[src/rtl/mem_access_unit.sv]
// mem_access_unit: byte/half/word load-store initiator for a single-port,
// word-indexed data memory. Sub-word stores are done as read-modify-write;
// loads are lane-extracted and sign/zero-extended from the returned word.
`timescale 1ns/1ps

module mem_access_unit #(
  parameter int MEM_WORDS = 32,
  parameter int ADDR_BITS = 5
) (
  input  logic        clk,
  input  logic        reset,
  input  logic        req_valid,
  output logic        req_ready,
  input  logic        req_we,
  input  logic [1:0]  req_size,
  input  logic        req_unsigned,
  input  logic [31:0] req_addr,
  input  logic [31:0] req_wdata,
  output logic        rsp_valid,
  output logic [31:0] rsp_data,
  output logic        rsp_err,
  output logic [31:0] Mem_address,
  output logic        Mem_read,
  output logic        Mem_write,
  output logic [31:0] Write_data,
  input  logic [31:0] Read_Data
);

  localparam logic [1:0]  SZ_BYTE    = 2'b00;
  localparam logic [1:0]  SZ_HALF    = 2'b01;
  localparam logic [1:0]  SZ_WORD    = 2'b10;
  localparam logic [1:0]  SZ_ILL     = 2'b11;
  localparam logic [32:0] ADDR_LIMIT = 33'(4 * MEM_WORDS);

  typedef enum logic [1:0] {IDLE, RD, WR, DONE} state_t;

  state_t      state_reg;
  logic [1:0]  size_reg;
  logic [1:0]  lane_reg;
  logic        we_reg;
  logic        unsigned_reg;
  logic [15:0] wdata_reg;
  logic [31:0] rdbuf_reg;
  logic [31:0] rdbuf_next;

  logic        rsp_valid_reg;
  logic [31:0] rsp_data_reg;
  logic        rsp_err_reg;
  logic [31:0] mem_address_reg;
  logic        mem_read_reg;
  logic        mem_write_reg;
  logic [31:0] write_data_reg;

  // Request decode (evaluated on the raw request, used only at accept)
  logic        req_misaligned;
  logic        req_out_of_range;
  logic        req_error;
  logic        req_word_store;
  logic [31:0] req_index;

  // Lane datapath
  logic [7:0]  rd_bytes [4];
  logic [3:0]  lane_en;
  logic [31:0] store_rep;
  logic [31:0] merged_word;
  logic [31:0] load_word;
  logic [7:0]  byte_sel;
  logic [15:0] half_sel;

  assign req_ready   = (state_reg == IDLE);
  assign rsp_valid   = rsp_valid_reg;
  assign rsp_data    = rsp_data_reg;
  assign rsp_err     = rsp_err_reg;
  assign Mem_address = mem_address_reg;
  assign Mem_read    = mem_read_reg;
  assign Mem_write   = mem_write_reg;
  assign Write_data  = write_data_reg;

  assign req_out_of_range = ({1'b0, req_addr} >= ADDR_LIMIT);
  assign req_error        = (req_size == SZ_ILL) || req_misaligned || req_out_of_range;
  assign req_word_store   = req_we && (req_size == SZ_WORD);
  assign req_index        = {{(32-ADDR_BITS){1'b0}}, req_addr[ADDR_BITS+1:2]};

  // Alignment rule depends on access size; bytes are always aligned
  always_comb begin
    req_misaligned = 1'b0;
    case (req_size)
      SZ_HALF: req_misaligned = req_addr[0];
      SZ_WORD: req_misaligned = |req_addr[1:0];
      default: req_misaligned = 1'b0;
    endcase
  end

  // The word being returned is only valid on the RD exit edge; use it
  // directly there so merge/extract results can be registered in the same edge
  assign rdbuf_next = (state_reg == RD) ? Read_Data : rdbuf_reg;

  // Byte lanes being replaced by a store (little-endian lane numbering)
  always_comb begin
    lane_en = 4'b0000;
    case (size_reg)
      SZ_BYTE: lane_en[lane_reg] = 1'b1;
      SZ_HALF: lane_en = lane_reg[1] ? 4'b1100 : 4'b0011;
      default: lane_en = 4'b1111;
    endcase
  end

  // Store data replicated into every lane so each lane mux sees its own copy
  assign store_rep = (size_reg == SZ_BYTE) ? {4{wdata_reg[7:0]}} : {2{wdata_reg[15:0]}};

  generate
    for (genvar gi = 0; gi < 4; gi++) begin : g_lane
      assign rd_bytes[gi]              = rdbuf_next[8*gi +: 8];
      assign merged_word[8*gi +: 8]    = lane_en[gi] ? store_rep[8*gi +: 8] : rd_bytes[gi];
    end
  endgenerate

  // Load extraction: pick the lane, then sign- or zero-extend
  always_comb begin
    byte_sel  = rd_bytes[lane_reg];
    half_sel  = lane_reg[1] ? {rd_bytes[3], rd_bytes[2]} : {rd_bytes[1], rd_bytes[0]};
    load_word = rdbuf_next;
    case (size_reg)
      SZ_BYTE: load_word = {{24{byte_sel[7] & ~unsigned_reg}}, byte_sel};
      SZ_HALF: load_word = {{16{half_sel[15] & ~unsigned_reg}}, half_sel};
      default: load_word = rdbuf_next;
    endcase
  end

  // Access sequencer: IDLE -> (RD) -> (WR) -> DONE -> IDLE, all outputs registered
  always_ff @(posedge clk) begin
    if (reset) begin
      state_reg       <= IDLE;
      size_reg        <= SZ_BYTE;
      lane_reg        <= 2'b00;
      we_reg          <= 1'b0;
      unsigned_reg    <= 1'b0;
      wdata_reg       <= 16'h0000;
      rdbuf_reg       <= 32'h0000_0000;
      rsp_valid_reg   <= 1'b0;
      rsp_data_reg    <= 32'h0000_0000;
      rsp_err_reg     <= 1'b0;
      mem_address_reg <= 32'h0000_0000;
      mem_read_reg    <= 1'b0;
      mem_write_reg   <= 1'b0;
      write_data_reg  <= 32'h0000_0000;
    end else begin
      case (state_reg)
        IDLE: begin
          rsp_valid_reg <= 1'b0;
          rsp_err_reg   <= 1'b0;
          rsp_data_reg  <= 32'h0000_0000;
          if (req_valid) begin
            size_reg     <= req_size;
            lane_reg     <= req_addr[1:0];
            we_reg       <= req_we;
            unsigned_reg <= req_unsigned;
            wdata_reg    <= req_wdata[15:0];
            if (req_error) begin
              // Faulting requests never touch the memory
              state_reg     <= DONE;
              rsp_valid_reg <= 1'b1;
              rsp_err_reg   <= 1'b1;
            end else if (req_word_store) begin
              state_reg       <= WR;
              mem_address_reg <= req_index;
              mem_write_reg   <= 1'b1;
              write_data_reg  <= req_wdata;
            end else begin
              // Loads and sub-word stores both start with a read
              state_reg       <= RD;
              mem_address_reg <= req_index;
              mem_read_reg    <= 1'b1;
            end
          end
        end
        RD: begin
          rdbuf_reg    <= Read_Data;
          mem_read_reg <= 1'b0;
          if (we_reg) begin
            state_reg      <= WR;
            mem_write_reg  <= 1'b1;
            write_data_reg <= merged_word;
          end else begin
            state_reg     <= DONE;
            rsp_valid_reg <= 1'b1;
            rsp_err_reg   <= 1'b0;
            rsp_data_reg  <= load_word;
          end
        end
        WR: begin
          mem_write_reg <= 1'b0;
          state_reg     <= DONE;
          rsp_valid_reg <= 1'b1;
          rsp_err_reg   <= 1'b0;
          rsp_data_reg  <= 32'h0000_0000;
        end
        DONE: begin
          // Mem_read stays low here so consecutive reads always see an edge
          mem_read_reg  <= 1'b0;
          mem_write_reg <= 1'b0;
          rsp_valid_reg <= 1'b0;
          rsp_err_reg   <= 1'b0;
          rsp_data_reg  <= 32'h0000_0000;
          state_reg     <= IDLE;
        end
        default: state_reg <= IDLE;
      endcase
    end
  end

endmodule

[config.mk]
export PLATFORM = sky130hd
export DESIGN_NAME = mem_access_unit
export DESIGN_NICKNAME = d
export VERILOG_FILES = /design/src/rtl/mem_access_unit.sv
export SDC_FILE = /design/constraint.sdc
export NUM_CORES = 1
export LEC_CHECK = 0
export CORE_UTILIZATION = 25
export CTS_BUF_LIST = sky130_fd_sc_hd__clkbuf_4 sky130_fd_sc_hd__clkbuf_8
export CTS_CLUSTER_DIAMETER = 60
export DETAILED_ROUTE_END_ITERATION = 6
export PLACE_DENSITY_LB_ADDON = 0.3
export SLEW_MARGIN = 20
export SYNTH_ARGS = -nofsm -noshare
export SYNTH_HDL_FRONTEND = slang
export SYNTH_SLANG_ARGS = --single-unit
[constraint.sdc]
create_clock -name clk -period 3.76 [get_ports clk]
set_input_delay 0.752 -clock clk [delete_from_list [all_inputs] [get_ports clk]]
set_output_delay 0.752 -clock clk [all_outputs]
set_load 0.01 [all_outputs]
Figure 1. PDN straps and rails (run 1).
Bar = 50 µm. Pins as bars on the die edge.
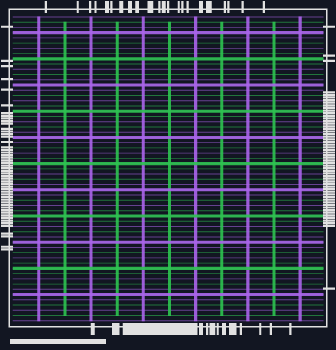
- green: VDD
- purple: VSS
- met5 straps: 11
- met4 straps: 11
- met1 rails: 59
- signal pins: 204
- rows: 58
worst vdd ir: 0.2175 mV
core area: 25470 µm²
die width: 164.1 µm
Die Span Y: 164.1 µm

Figure 2. Cells coloured by class (run 1).
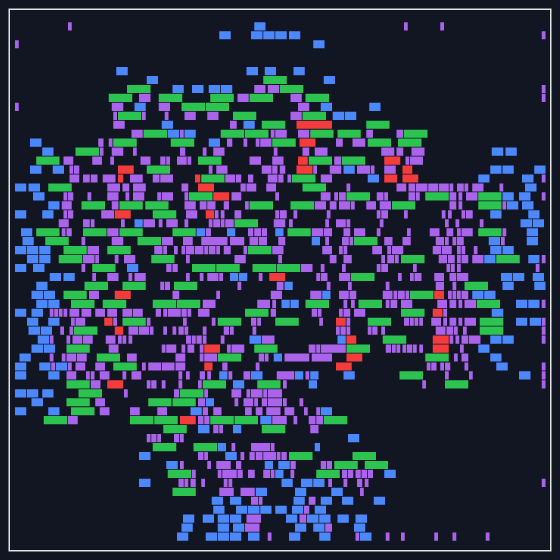
- blue: other buffers and delay cells (cells 198; share of their area 23%)
- red: clock drivers and dummy loads (cells 31; share of their area 4.3%)
- green: flip-flops (cells 129; share of their area 30%)
- purple: all other logic (cells 597; share of their area 43%)
Std-Cell Rows: 58
Core Util, Final: 0.3506

Figure 3. Clock distribution (run 1).
Bar = 50 µm.
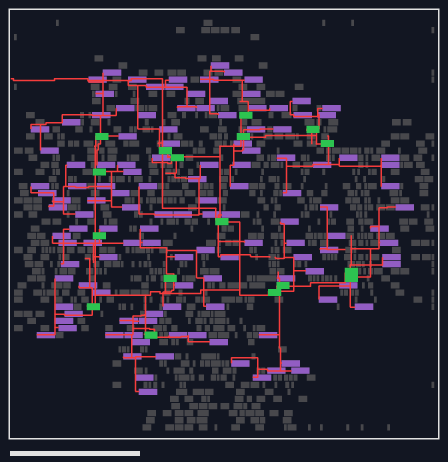
- green: cells driving clock nets (count 17)
- purple: flip-flops (count 129)
- red: clock wires (length 1760 µm)
- routed clock nets: 18
clk_lat worst skew: 460 ps
Clk pwr share: 0.203

Figure 4. Metal layers overlaid (run 1).
Bar = 50 µm.
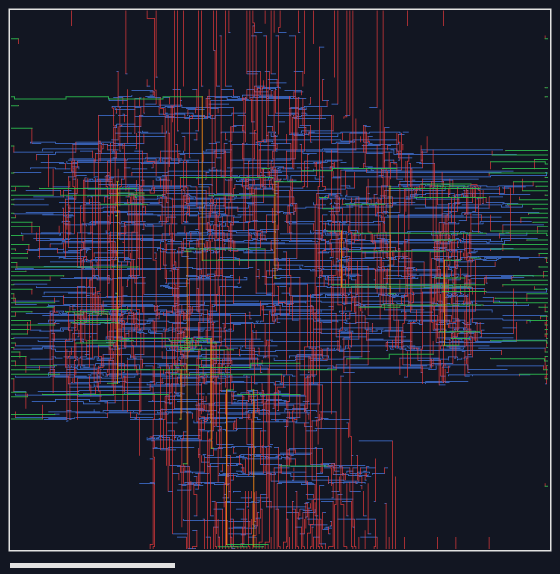
- orange: met4 (wire length 423 µm)
- blue: met1 (wire length 10700 µm)
- red: met2 (wire length 10400 µm)
- green: met3 (wire length 1690 µm)
Routed Wire Length: 23230 µm
DR vias: 6328
Tot GR Track Use: 0.1761

==> results.toml, run 1 <==
# flow metrics
[outcome]
status = "completed"

[final_timing]
hold_slack_ps = 454.8
hold_viol = 0
min_period_over_period = 0.7807
slew_headroom = 0.4093
finalSetupTns_ps = 0

[finish]
layout-drive-gt1-share = 0.09005
final-nonclk-buf-share = 0.2152
post-route-cell-area_um2 = 8931
final_nets = 1054
ff_latch_area_um2 = 2582
clock_buffers = 17
largest_class = "multi-input combinational cells"
comb_share = 0.3974
seq_share = 0.2892
comb_area_um2 = 3550
antennaDiodeCount = 1
clk_share = 0.04119

[yosys]
synth_cell_types = 48
yosys-stat-area_um2 = 6568
simple_gate_area_frac = 0.2063
synthAdderAreaFrac = 0.01524
yosys_warnings = 0
syn-mean-instance-area_um2 = 8.366

[worst_setup_path]
worst_path_dominant_cell_family = "simple AND/OR/NAND/NOR gates"
slowest_stage = "or3_4"
crit_buf_inv = 1
cp_cell_sequence = "clkdlybuf4s50_1 > ha_1 > nor4_2 > nand4_1 > or3_4 > o31a_4 > a221o_1"

[global_route]
grt_use_met1 = 0.2421
use_met2 = 0.2699
grt_max_degree = 31

[worst_hold_path]
hold_path_end = "wdata_reg[10]$_SDFFE_PP0P_"
hold_depth = 2

[cts]
clk_pin_slew_ps = 80
cts_setup_buffers = 0

[drt]
detail_route.vias_per_cell = 4.921
antenna_left = 0
dr_wl_met3_um = 1689
drt-initial-drc-count = 407
drc = 0
route.met2.wl_um = 10440

[placement]
hpwl_um = 17460

[power_and_ir_drop]
powerDensity_nw_per_um2 = 625.6
intPower_mw = 3.337
p_sw_mw = 2.251

[floorplan]
fp_util = 0.2578
num_tap_cells = 330
==> run 2, diff against run 1 <==
Clock period 3.76 ns to 3 ns, I/O delays scaled along.
Figure 5. Clock routing (run 2).
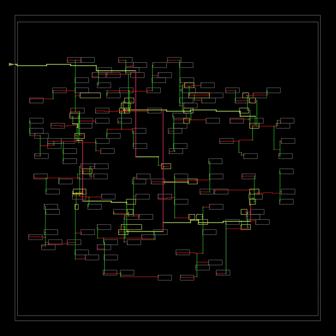
Flops: 129
clock buffers: 18
Clock Skews: 10.57 ps
Clk power: 1.63 mW
Sink Count: 129

==> results.toml, run 2 <==
# flow metrics
[outcome]
status = "completed"

[floorplan]
die_x_um = 164.1
core-area_um2 = 25470
num_tap_cells = 330
fp_util = 0.2578
die_height_um = 164.1
rows = 58

[worst_hold_path]
hold_class = "reg -> reg"
hold_path_end = "wdata_reg[10]$_SDFFE_PP0P_"
hold_depth = 2

[final_timing]
setup_viol = 0
slew_headroom = 0.4728
hold_viol = 0
min_period_over_period = 0.8976
fin_crit_ps = 2693
hold_slack_ps = 455.9
finalSetupTns_ps = 0

[worst_setup_path]
worstSetupPathType = "reg -> out"
rrSetupSlack_ps = 580
regToRegEndpoint = "rsp_data[5]$_SDFFE_PP0P_"
worst_path_dominant_cell_family = "buffers and inverters"
cp_max_fo = 14
cp_cell_sequence = "inv_1 > ha_1 > clkdlybuf4s50_1"
crit_buf_inv = 2
rr_worst_depth = 8
slowest_stage = "clkdlybuf4s50_1"

[power_and_ir_drop]
clkPwrFrac = 0.222
powerSeq_mw = 2.35
vdd_drop_max_mv = 0.3769
intPower_mw = 4.456
p_sw_mw = 2.877
powerDensity_nw_per_um2 = 802.1
power_leader = "combinational logic"

[finish]
post-route-util = 0.3589
post-route-cell-area_um2 = 9143
antennaDiodeCount = 1
final_nets = 1069
buffers_excl_clock = 213
clk_share = 0.04585
comb_area_um2 = 3560
layout-drive-gt1-share = 0.1061
layout_top_cell = "clkdlybuf4s50_1"
largest_class = "multi-input combinational cells"
final-nonclk-buf-share = 0.2266
seq_share = 0.2825
comb_share = 0.3894
ff_latch_area_um2 = 2582

[drt]
dr_wl_met3_um = 1488
route.met2.wl_um = 10850
via_count = 6321
wl_per_cell_um = 18.21
drt-initial-drc-count = 337
drc = 0
detail_route.vias_per_cell = 4.855
first_pass_iters = 5
drt_wl_total_um = 23710
antenna_left = 0

[yosys]
yosys_warnings = 0
synth_cell_types = 48
yosys-stat-area_um2 = 6568
simple_gate_area_frac = 0.2063
top_area_frac = 0.3932
mux_area_frac = 0.08802
syn-mean-instance-area_um2 = 8.366
ys_cells = 785
synthAdderAreaFrac = 0.01524

[cts]
cts_buffers = 17
clk_pin_slew_ps = 80
cts_setup_buffers = 0
ctsHoldBuffers = 0
clock_latency_ps = 460
ctsResizeCount = 0
cts_root_buf = "clkbuf_8"

[placement]
hpwl_um = 17480
portBuffers = 176

[global_route]
track_usage = 0.1808
use_met2 = 0.2817
grt_use_met1 = 0.2445
grt_max_degree = 46
No activity file was given, so power comes from the tool's default toggle rates.
